--- config.mk ---
export PLATFORM = sky130hd
export DESIGN_NAME = spi_slave_axis_egress_packer_flat
export DESIGN_NICKNAME = d
export VERILOG_FILES = /design/src/rtl/spi_slave_axis_egress_packer_if.sv /design/src/rtl/spi_slave_axis_egress_packer.sv /design/src/flat_wrapper.sv
export SDC_FILE = /design/constraint.sdc
export NUM_CORES = 1
export LEC_CHECK = 0
export CORE_ASPECT_RATIO = 0.7
export CORE_MARGIN = 5
export CORE_UTILIZATION = 50
export CTS_CLUSTER_SIZE = 24
export DETAILED_ROUTE_END_ITERATION = 8
export PLACE_DENSITY = 0.66
export SLEW_MARGIN = 0
export SYNTH_ARGS = -nofsm -noshare
export SYNTH_HDL_FRONTEND = slang
export SYNTH_SLANG_ARGS = --single-unit
--- constraint.sdc ---
create_clock -name spi_clk -period 8.95 [get_ports spi_clk]
set_input_delay 2.2375 -clock spi_clk [delete_from_list [all_inputs] [get_ports spi_clk]]
set_output_delay 2.2375 -clock spi_clk [all_outputs]
set_load 0.05 [all_outputs]
--- src/rtl/spi_slave_axis_egress_packer_if.sv ---
// AXI-Stream style handshake bundle used on both sides of the egress packer.
interface spi_slave_axis_egress_packer_if #(
   parameter int DATA_W = 8
);
   logic [DATA_W-1:0] tdata;
   logic              tvalid;
   logic              tready;
   logic              tlast;

   modport master (output tdata, output tvalid, output tlast, input  tready);
   modport slave  (input  tdata, input  tvalid, input  tlast, output tready);
endinterface

--- src/rtl/spi_slave_axis_egress_packer.sv ---
// Buffers one frame of wide words and replays it as header + payload bytes.
// Optional trailing XOR checksum byte: define SPI_EGRESS_PACKER_CHECKSUM_EN.
module spi_slave_axis_egress_packer #(
   parameter int         WORD_BYTES     = 4,
   parameter int         MTU_SIZE       = 16,
   parameter logic [3:0] HEADER_TAG     = 4'hA,
   parameter bit         MSB_BYTE_FIRST = 1'b0
) (
   input  logic                             spi_clk,
   input  logic                             res,
   spi_slave_axis_egress_packer_if.slave    s_axis,
   spi_slave_axis_egress_packer_if.master   m_axis,
   output logic                             busy
);

   localparam int DW = WORD_BYTES * 8;

   typedef enum logic [2:0] {
      ST_IDLE,
      ST_FILL,
      ST_HEADER,
      ST_DATA
`ifdef SPI_EGRESS_PACKER_CHECKSUM_EN
      , ST_CHK
`endif
   } state_t;

   state_t          r_state, w_state_nxt;
   logic [DW-1:0]   r_mem [MTU_SIZE];
   logic [4:0]      r_wcnt, w_wcnt_nxt;
   logic [2:0]      r_bidx, w_bidx_nxt;
   logic [3:0]      r_rptr, w_rptr_nxt;
   logic            r_s_tready, r_m_tvalid, r_m_tlast, r_busy;
   logic [7:0]      r_m_tdata;
   logic            w_s_tready_nxt, w_m_tvalid_nxt, w_m_tlast_nxt;
   logic [7:0]      w_m_tdata_nxt;
   logic            w_wr_en;
   logic [3:0]      w_wr_idx;
   logic            w_s_fire, w_m_fire, w_word_end, w_frame_end;
   logic [DW-1:0]   w_rd_word;
   logic [2:0]      w_sel;
   logic [7:0]      w_rd_byte;
`ifdef SPI_EGRESS_PACKER_CHECKSUM_EN
   logic [7:0]      r_chk, w_chk_nxt;
`endif

   assign w_s_fire    = s_axis.tvalid & r_s_tready;
   assign w_m_fire    = r_m_tvalid & m_axis.tready;
   assign w_word_end  = (r_bidx == 3'(WORD_BYTES - 1));
   assign w_frame_end = w_word_end && ({1'b0, r_rptr} == r_wcnt - 5'd1);

   // NOTE: every variable gets a default before the case so no latch is inferred.
   always_comb begin
      w_state_nxt = r_state;
      w_wcnt_nxt  = r_wcnt;
      w_bidx_nxt  = r_bidx;
      w_rptr_nxt  = r_rptr;
      w_wr_en     = 1'b0;
      w_wr_idx    = r_wcnt[3:0];
      case (r_state)
         ST_IDLE, ST_FILL: begin
            if (w_s_fire) begin
               w_wr_en    = 1'b1;
               w_wr_idx   = (r_state == ST_IDLE) ? 4'd0 : r_wcnt[3:0];
               w_wcnt_nxt = (r_state == ST_IDLE) ? 5'd1 : r_wcnt + 5'd1;
               if (s_axis.tlast || (w_wcnt_nxt == 5'(MTU_SIZE)))
                  w_state_nxt = ST_HEADER;
               else
                  w_state_nxt = ST_FILL;
            end
         end
         ST_HEADER: begin
            if (w_m_fire) begin
               w_state_nxt = ST_DATA;
               w_rptr_nxt  = 4'd0;
               w_bidx_nxt  = 3'd0;
            end
         end
         ST_DATA: begin
            if (w_m_fire) begin
               if (w_frame_end) begin
`ifdef SPI_EGRESS_PACKER_CHECKSUM_EN
                  w_state_nxt = ST_CHK;
`else
                  w_state_nxt = ST_IDLE;
`endif
               end else if (w_word_end) begin
                  w_bidx_nxt = 3'd0;
                  w_rptr_nxt = r_rptr + 4'd1;
               end else begin
                  w_bidx_nxt = r_bidx + 3'd1;
               end
            end
         end
`ifdef SPI_EGRESS_PACKER_CHECKSUM_EN
         ST_CHK: if (w_m_fire) w_state_nxt = ST_IDLE;
`endif
         default: w_state_nxt = ST_IDLE;
      endcase
   end

`ifdef SPI_EGRESS_PACKER_CHECKSUM_EN
   always_comb begin
      w_chk_nxt = r_chk;
      if (r_state == ST_IDLE)
         w_chk_nxt = 8'h00;
      else if (w_m_fire && (r_state == ST_HEADER || r_state == ST_DATA))
         w_chk_nxt = r_chk ^ r_m_tdata;
   end
`endif

   // Outputs are registered, so they are derived from the next-state values.
   always_comb begin
      w_sel     = MSB_BYTE_FIRST ? 3'(WORD_BYTES - 1) - w_bidx_nxt : w_bidx_nxt;
      w_rd_word = r_mem[w_rptr_nxt];
      w_rd_byte = 8'h00;
      for (int b = 0; b < WORD_BYTES; b++)
         if (w_sel == 3'(b)) w_rd_byte = w_rd_word[b*8 +: 8];
   end

   always_comb begin
      w_s_tready_nxt = (w_state_nxt == ST_IDLE) || (w_state_nxt == ST_FILL);
      // The header byte appears one cycle after the closing word is accepted.
      w_m_tvalid_nxt = (r_state == ST_HEADER) || (w_state_nxt == ST_DATA);
      w_m_tdata_nxt  = 8'h00;
      w_m_tlast_nxt  = 1'b0;
      case (w_state_nxt)
         ST_HEADER: w_m_tdata_nxt = {HEADER_TAG, 4'(w_wcnt_nxt - 5'd1)};
         ST_DATA: begin
            w_m_tdata_nxt = w_rd_byte;
`ifndef SPI_EGRESS_PACKER_CHECKSUM_EN
            w_m_tlast_nxt = (w_bidx_nxt == 3'(WORD_BYTES - 1)) &&
                            ({1'b0, w_rptr_nxt} == w_wcnt_nxt - 5'd1);
`endif
         end
`ifdef SPI_EGRESS_PACKER_CHECKSUM_EN
         ST_CHK: begin
            w_m_tvalid_nxt = 1'b1;
            w_m_tdata_nxt  = w_chk_nxt;
            w_m_tlast_nxt  = 1'b1;
         end
`endif
         default: ;
      endcase
   end

   always_ff @(posedge spi_clk or posedge res) begin
      if (res) begin
         r_state    <= ST_IDLE;
         r_wcnt     <= 5'd0;
         r_bidx     <= 3'd0;
         r_rptr     <= 4'd0;
         r_s_tready <= 1'b0;
         r_m_tvalid <= 1'b0;
         r_m_tdata  <= 8'h00;
         r_m_tlast  <= 1'b0;
         r_busy     <= 1'b0;
`ifdef SPI_EGRESS_PACKER_CHECKSUM_EN
         r_chk      <= 8'h00;
`endif
      end else begin
         r_state    <= w_state_nxt;
         r_wcnt     <= w_wcnt_nxt;
         r_bidx     <= w_bidx_nxt;
         r_rptr     <= w_rptr_nxt;
         r_s_tready <= w_s_tready_nxt;
         r_m_tvalid <= w_m_tvalid_nxt;
         r_m_tdata  <= w_m_tdata_nxt;
         r_m_tlast  <= w_m_tlast_nxt;
         r_busy     <= (w_state_nxt != ST_IDLE);
`ifdef SPI_EGRESS_PACKER_CHECKSUM_EN
         r_chk      <= w_chk_nxt;
`endif
      end
   end

   // NOTE: the word buffer is never reset; entries are always written before being read.
   always_ff @(posedge spi_clk) begin
      if (w_wr_en) r_mem[w_wr_idx] <= s_axis.tdata;
   end

   assign s_axis.tready = r_s_tready;
   assign m_axis.tvalid = r_m_tvalid;
   assign m_axis.tdata  = r_m_tdata;
   assign m_axis.tlast  = r_m_tlast;
   assign busy          = r_busy;

endmodule

--- src/flat_wrapper.sv ---
// flat-port wrapper written by rule: the top's interface ports become plain ports
module spi_slave_axis_egress_packer_flat 
#(
   parameter int         WORD_BYTES     = 4,
   parameter int         MTU_SIZE       = 16,
   parameter logic [3:0] HEADER_TAG     = 4'hA,
   parameter bit         MSB_BYTE_FIRST = 1'b0
)
  (spi_clk, res, busy, s_axis_tdata, s_axis_tvalid, s_axis_tlast, s_axis_tready, m_axis_tdata, m_axis_tvalid, m_axis_tlast, m_axis_tready);
  spi_slave_axis_egress_packer_if #(.DATA_W((4)*8)) s_axis_i ();
  spi_slave_axis_egress_packer_if #(.DATA_W(8)) m_axis_i ();
  input  logic spi_clk;
  input  logic res;
  output logic busy;
  input wire logic [$bits(s_axis_i.tdata)-1:0] s_axis_tdata;
  input wire logic [$bits(s_axis_i.tvalid)-1:0] s_axis_tvalid;
  input wire logic [$bits(s_axis_i.tlast)-1:0] s_axis_tlast;
  output wire logic [$bits(s_axis_i.tready)-1:0] s_axis_tready;
  output wire logic [$bits(m_axis_i.tdata)-1:0] m_axis_tdata;
  output wire logic [$bits(m_axis_i.tvalid)-1:0] m_axis_tvalid;
  output wire logic [$bits(m_axis_i.tlast)-1:0] m_axis_tlast;
  input wire logic [$bits(m_axis_i.tready)-1:0] m_axis_tready;
  assign s_axis_i.tdata = s_axis_tdata;
  assign s_axis_i.tvalid = s_axis_tvalid;
  assign s_axis_i.tlast = s_axis_tlast;
  assign s_axis_tready = s_axis_i.tready;
  assign m_axis_tdata = m_axis_i.tdata;
  assign m_axis_tvalid = m_axis_i.tvalid;
  assign m_axis_tlast = m_axis_i.tlast;
  assign m_axis_i.tready = m_axis_tready;
  spi_slave_axis_egress_packer #(.WORD_BYTES(WORD_BYTES), .MTU_SIZE(MTU_SIZE), .HEADER_TAG(HEADER_TAG), .MSB_BYTE_FIRST(MSB_BYTE_FIRST)) u_core (.spi_clk(spi_clk), .res(res), .s_axis(s_axis_i), .m_axis(m_axis_i), .busy(busy));
endmodule
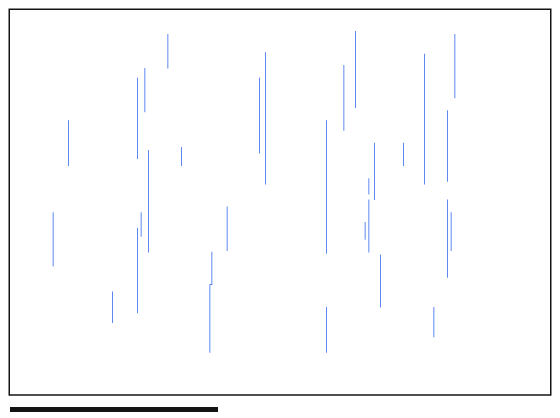
**Above:** M4 wires.
Scale bar: 100 um.
The wires run mostly vertical. The layer holds 1.6% of the routed length. The layer carries 873 um of wire.
routed wire length: 56100 um
DR vias: 13400

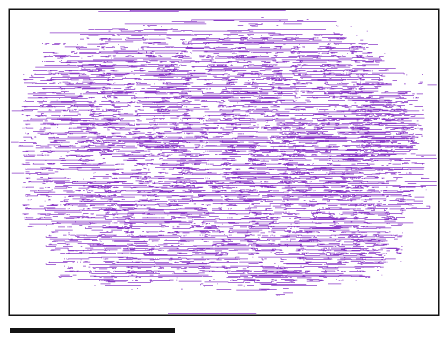
**Above:** metal 1.
Scale bar: 100 um.
The wires run mostly horizontal. 1542 nets have wire on it.
met1 Use GR: 37.4%

==> deck_impl_summary.md <==
Key Metrics from the Run

Pwr
  • Net Sw Frac: 28.9%
  • Gate power share: 19.4%
  • Sequential power share: 47.6%
  • Cell Int Power: 4.27 mW
  • Leak: 8.26 nW
  • Clk pwr share: 33.0%
  • VDD IR max: 0.000352 V

Synthesis
  • Post-synth top area cell: edfxtp_1
  • Synth Area in Compound Gates: 5.06%
  • Ys flops: 539
  • Synth Seq Share: 73.6%
  • Syn Nets: 1603
  • Mean Syn Cell Area: 14.0 um^2
  • Yosys stat area: 0.0218 mm^2

Worst setup path
  • Req. time, crit path: 9.38 ns
  • CP Class: in2reg
  • Startpoint class of the critical path: input pin
  • Data arrival, critical path: 6.33 ns

Clocking
  • Late-Pin Clk Latency: 0.59 ns
  • CTS root buf: clkbuf_16

Floorplan
  • FP Core Util: 50.2%
  • IO Pins: 49

Run
  • Tally of OpenROAD warnings: 31

Status
  • Status: finished clean

STA
  • Hold Slack: 0.578 ns
  • Final Setup Violations: 0
  • Fmax: 170 MHz
  • Final Hold Fails: 0

Routing
  • DR iter-0 viols: 1809
  • Post-DRT Antenna Nets: 0

Global routing
  • Initial antenna violation count: 0

Layout
  • Area Growth Syn to Fin: 12.2%
  • Final net count: 1645
  • Filler cells: 3500

Placement
  • RD Place Congestion: 0.839
  • Detail Placement HPWL: 29400 um
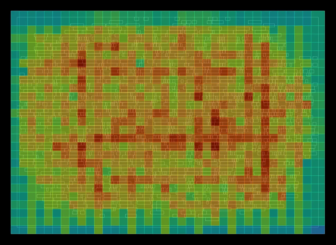
**Above:** congestion heat map.
wire length per cell: 25.1 um
met2 GRT Util: 33.7%
met3 usage: 4.56%

## critical path, cell delays in order
cell,delay [ns]
clkdlybuf4s50_1,0.51
nand2_1,0.09
nor2b_1,0.34
o21a_1,0.20
o311ai_2,0.15
o21ai_4,0.13
buf_4,0.68
buf_4,0.78
mux2i_1,0.26
mux2i_1,0.10
a32o_1,0.24
nor3_1,0.23
o2111a_1,0.20
o22ai_1,0.07
## layer usage
metal	GRT usage [%]	vias to the layer above	routed length, um
li1	-	5915	-
met5	0	-	0
met2	33.7	662	24200
met4	4.41	0	873
met3	4.56	69	5350
met1	37.4	6755	25600
## cell type report
cell class	count	area (um^2)	area share, %
repair buffers	79	738	3.02
inverters	14	62.6	0.256
well taps	594	743	3.04
flip-flops and latches	539	16100	65.6
clock buffers	71	1380	5.64
clock inverters	18	110	0.450
multi-input cells	919	5390	22.0
## flip-flops by register name, summed over array words and instances, names as in the netlist
name and count:
u_core.r_mem 512, u_core.m_axis.tdata 8, u_core.r_wcnt 5, u_core.r_rptr 4, u_core.r_bidx 3, u_core.r_state 3, u_core.busy 1, u_core.m_axis.tlast 1
u_core.m_axis.tvalid 1, u_core.s_axis.tready 1
## worst paths after layout
kind	cells past startpoint	startpoint	slack (ns)	endpoint
setup / recovery	14	m_axis_tready	3.05	u_core.m_axis.tdata[0]
hold / removal	1	u_core.r_state[2]	0.58	u_core.r_state[0]
setup reg to reg	15	u_core.r_wcnt[0]	3.70	u_core.m_axis.tdata[0]
hold reg to reg	1	u_core.r_state[2]	0.58	u_core.r_state[0]
max in group asynchronous	3	res	6.54	u_core.s_axis.tready
min in group asynchronous	3	res	2.07	u_core.r_wcnt[1]
## through the flow
step / setup slack [ns] / area [um^2] / std cells / utilization, % / power, mW
floorplan: 1.96 / 21800 / 1561 / - / 3.71
global placement: 2.67 / 23000 / 2145 / 52.9 / 4.05
detailed placement: 2.53 / 23000 / 2145 / 52.9 / 4.07
CTS: 3.13 / 24500 / 2234 / 56.4 / 6.04
global route: 2.84 / 24500 / 2234 / 56.4 / 6.27
finish: 3.05 / 24500 / 2234 / 56.4 / 6.01
## layout by cell type, fill, tap and decap left out, types with 3 or more instances in the layout
cell               n
a32o_1             8
dfrtp_1           27
a211oi_1           6
edfxtp_1         512
a21oi_1           37
clkbuf_8           3
nor2_4            12
o21ai_0           17
nand2b_1           6
nor3_1             6
a32oi_1           12
clkbuf_16         51
xnor2_1           10
a31oi_1           26
and3_1            16
clkinv_1           6
inv_1             10
o22ai_1            3
o211ai_1           3
mux4_2            28
o21ai_1            4
nor2b_1            3
nor2_1            24
clkdlybuf4s50_1   48
nor4_1             3
ha_1               5
nand2_1          377
buf_4             29
mux2i_1           38
clkbuf_1          17
clkinv_2           7
inv_6              3
a21o_1             4
a22oi_1           13
nand3_1          203
nor2_2             4
## cell families after synthesis
kind of cell / Yosys count
AOI/OAI and AO/OA: 158
xor gates and xnor gates: 12
adders and majority gates: 5
buffers and inverters: 103
DFF: 539
muxes: 68
other: 1
and+or+nand+nor: 675
Power figures rest on the tool's default switching activity, not on a simulated workload.
